--- config.mk ---
export PLATFORM = sky130hd
export DESIGN_NAME = counter_arbiter_ctrl
export DESIGN_NICKNAME = d
export VERILOG_FILES = /design/src/rtl/counter_arbiter_ctrl.sv
export SDC_FILE = /design/constraint.sdc
export NUM_CORES = 1
export LEC_CHECK = 0
export CAP_MARGIN = 20
export CORE_MARGIN = 5
export CORE_UTILIZATION = 39
export DETAILED_ROUTE_END_ITERATION = 10
export GPL_TIMING_DRIVEN = 0
export PLACE_DENSITY = 0.86
export SYNTH_ARGS = -nofsm -noshare
export SYNTH_HDL_FRONTEND = slang
export SYNTH_SLANG_ARGS = --single-unit
--- constraint.sdc ---
create_clock -name clock -period 1.5 [get_ports clock]
set_input_delay 0.15 -clock clock [delete_from_list [all_inputs] [get_ports clock]]
set_output_delay 0.15 -clock clock [all_outputs]
set_load 0.02 [all_outputs]
--- src/rtl/counter_arbiter_ctrl.sv ---
// Round-robin owner of one shared external up-counter: clears it, enables it until the
// owner's terminal count is reached, then pulses that owner's done.
module counter_arbiter_ctrl #(
   parameter int WIDTH = 4
) (
   input  logic             clock,
   input  logic             clear,
   input  logic             req0,
   input  logic             req1,
   input  logic [WIDTH-1:0] tc0,
   input  logic [WIDTH-1:0] tc1,
   input  logic             abort,
   input  logic [WIDTH-1:0] cnt_q,
   output logic             cnt_en,
   output logic             cnt_clr,
   output logic             gnt0,
   output logic             gnt1,
   output logic             done0,
   output logic             done1,
   output logic             busy
);

   typedef enum logic [1:0] {IDLE, CLR, RUN, DONE} state_t;

   state_t           state;
   state_t           state_nxt;
   logic             owner;
   logic             owner_nxt;
   logic             last;
   logic             last_nxt;
   logic [WIDTH-1:0] tc_r;
   logic [WIDTH-1:0] tc_nxt;
   logic             pick;
   logic             at_tc;

   always_ff @(posedge clock) begin
      if (clear) begin
         state <= IDLE;
         owner <= 1'b0;
         last  <= 1'b1;
         tc_r  <= '0;
      end else begin
         state <= state_nxt;
         owner <= owner_nxt;
         last  <= last_nxt;
         tc_r  <= tc_nxt;
      end
   end

   assign at_tc = (cnt_q == tc_r);

   always_comb begin
      state_nxt = state;
      owner_nxt = owner;
      last_nxt  = last;
      tc_nxt    = tc_r;
      pick      = 1'b0;
      cnt_en    = 1'b0;
      cnt_clr   = 1'b0;
      gnt0      = 1'b0;
      gnt1      = 1'b0;
      done0     = 1'b0;
      done1     = 1'b0;
      busy      = (state != IDLE);

      case (state)
         IDLE: begin
            if (req0 || req1) begin
               // With both requesting, the one that did not win last time goes next.
               pick      = (req0 && req1) ? ~last : req1;
               owner_nxt = pick;
               last_nxt  = pick;
               tc_nxt    = pick ? tc1 : tc0;
               state_nxt = CLR;
            end
         end
         CLR: begin
            cnt_clr   = 1'b1;
            gnt0      = ~owner;
            gnt1      = owner;
            state_nxt = abort ? IDLE : RUN;
         end
         RUN: begin
            gnt0   = ~owner;
            gnt1   = owner;
            cnt_en = ~at_tc & ~abort;
            if (abort)
               state_nxt = IDLE;
            else if (at_tc)
               state_nxt = DONE;
         end
         DONE: begin
            done0     = ~owner;
            done1     = owner;
            state_nxt = IDLE;
         end
         default: state_nxt = IDLE;
      endcase

      // Reset wins over everything, including the outputs of the cycle it is asserted in.
      if (clear) begin
         cnt_en  = 1'b0;
         cnt_clr = 1'b0;
         gnt0    = 1'b0;
         gnt1    = 1'b0;
         done0   = 1'b0;
         done1   = 1'b0;
         busy    = 1'b0;
      end
   end

endmodule

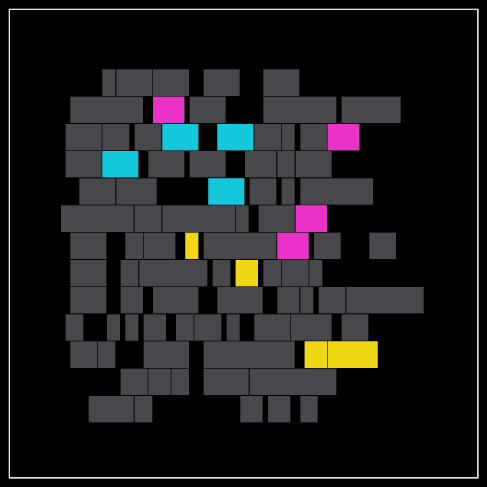
gates.png
(10 px per um)
nand cells: marked yellow, cells 4. xor and xnor cells: marked magenta, cells 4. mux cells: marked cyan, cells 4.
dominant logic cell type in the layout: clkdlybuf4s50_1
count of non-filler cells in the finished layout: 103
combinational share of cell area: 46.9%

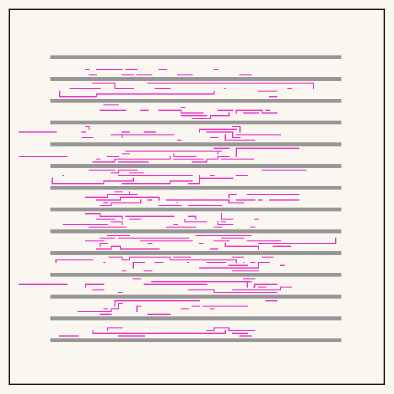
m1.png
(8 px per um) Supply wires on this layer in gray.
The layer holds 43% of the routed length. The longest straight run is 20.7 um. 99 nets have wire on it. The layer carries 593 um of wire.

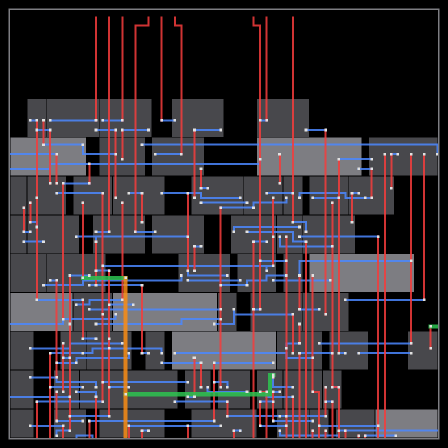
closeup.png
Window x 8 to 38, y 17 to 47 um. Cells in gray, sequential cells in the stronger gray; small squares are vias.
M2: marked red. M3: marked green. M1: marked blue. M4: marked orange.
Netlist names of flops here include `tc_r` (4). Most frequent: clkdlybuf4s50_1 (10), nor2_1 (6), dfxtp_1 (6). Sequential cells in the window: 7. 57 logic cells have their middle in the window.

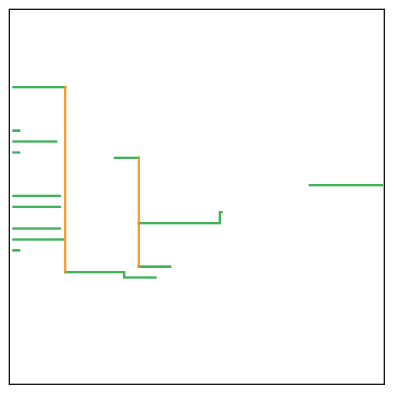
layers.png
(8 px per um) Two of the layers only.
M3: marked green, wire length 76.8 um. M4: marked orange, wire length 36.7 um.
wirelength, routed: 1390 um
overall fraction of global-route tracks in use: 15.0%
average wire per cell in the routed design: 13.5 um
via count: 511

==> summary.txt <==
The run has ended; figures from its reports follow.

The flow ran to the end, and the final reports show no timing, DRC or antenna violations. The gate count of the mapped netlist came out at 60. The count of final hold-check violations is 0. The root buffer cell chosen for the clock tree is clkbuf_4. The routability congestion estimate from global placement is 0.697.

The count of different cell masters after synthesis is 21. After synthesis, the chip area reported by Yosys is 526 um^2. The final total power is 0.000633 W. The synthesized net count came out at 82.

The post-route fraction of the period consumed by the critical path came out at 98.9%. By area the synthesized netlist is led by dfxtp_1 30%, ha_1 12%, mux2i_1 7.6%. The max-slew violation total from the final report is 0. The number of cells on the worst hold path is 2. The first-pass GRT wire length came out at 2190 um.

The violation tally from detailed-route iteration zero came out at 6. In the synthesized netlist, the cells that appear most often are 8 x dfxtp_1, 7 x nor2_1, 5 x ha_1. The I/O pin total came out at 24.

On the worst setup and hold paths after CTS, the clock-pin slew comes to 0.06 ns. The critical path maximum fanout is 3. The path class of the tightest hold or removal check is register to register.

Summing all multi-input logic gate instances after layout gives 395 um^2. The sequential fraction of the synthesis area came out at 30.5%. The number of antenna violations at the first check in global routing is 0. The number of global-route vias before repair came out at 509.
==> cell type report <==
| class | count | share of cell area, % |
|---|---|---|
| inverter | 3 | 1.63 |
| multi-input combinational | 47 | 46.9 |
| timing repair buffer | 26 | 26.4 |
| clock buffer | 3 | 2.67 |
| buffer | 1 | 0.593 |
| tap | 15 | 2.23 |
| sequential | 8 | 19.6 |
==> per-stage QoR <==
step	TNS [ns]	setup WS [ns]	instances
floorplan	0	0.116	60
global placement	-1.95	-0.456	98
detailed placement	-2.04	-0.480	98
CTS	-0.0387	-0.0387	103
global route	-0.207	-0.0791	103
finish	0	0.0158	103
==> layout by cell type (no fill, tap or decap), types with 2 or more instances in the layout <==
| cell type | instances |
|---|---|
| buf_2 | 4 |
| dfxtp_1 | 6 |
| and3_1 | 3 |
| buf_4 | 5 |
| nand2b_1 | 2 |
| inv_1 | 2 |
| ha_1 | 4 |
| a21oi_1 | 2 |
| a211oi_1 | 4 |
| clkbuf_4 | 3 |
| clkdlybuf4s50_1 | 16 |
| clkbuf_2 | 2 |
| xnor2_1 | 4 |
| mux2i_1 | 4 |
| o21ai_0 | 3 |
| nor2_1 | 7 |
==> worst max-delay path by stage <==
stage | end | slack (ns) | cells after the start
floorplan | gnt0 | 0.12 | 3
global placement | cnt_en | -0.46 | 5
detailed placement | cnt_en | -0.48 | 5
CTS | cnt_en | -0.04 | 6
global route | gnt0 | -0.08 | 4
finish | cnt_en | 0.02 | 6
==> flip-flops by register name, summed over array words and instances (netlist names) <==
register	flops
tc_r	4
owner	1
last	1
state	2
==> cells by family after synthesis <==
kind of cell / Yosys count / share of synthesized area [%]
and+or+nand+nor: 20 / 21.0
AOI/OAI and AO/OA: 14 / 18.8
DFF: 8 / 30.5
buffers and inverters: 5 / 3.57
adders and majority gates: 5 / 11.9
xor gates and xnor gates: 4 / 6.67
muxes: 4 / 7.62
==> what timing repair did <==
action / 4_1_cts / 5_1_grt
setup buffers: 2 / 1
gates resized: 33 / 13
endpoints found under the setup margin: 12 / 14
pin swaps: 2 / 0
==> worst min-delay path, stage by stage, from the launching register on <==
cell,delay [ns]
dfxtp_1,0.32
nor2_1,0.10
a211oi_1,0.05
==> layer usage <==
metal | routed length [um] | up-vias
met5 | 0 | -
met3 | 76 | 5
met1 | 592 | 223
li1 | - | 270
met4 | 36 | 0
met2 | 687 | 13
==> report_power, final <==
| group | internal, W | leakage (nW) | switching, W |
|---|---|---|---|
| registers | 0.000235 | 0.0672 | 0.0000190 |
| clock network | 0.0000921 | 0.0138 | 0.0000815 |
| logic | 0.000114 | 0.273 | 0.0000922 |
No activity file was given, so power comes from the tool's default toggle rates.
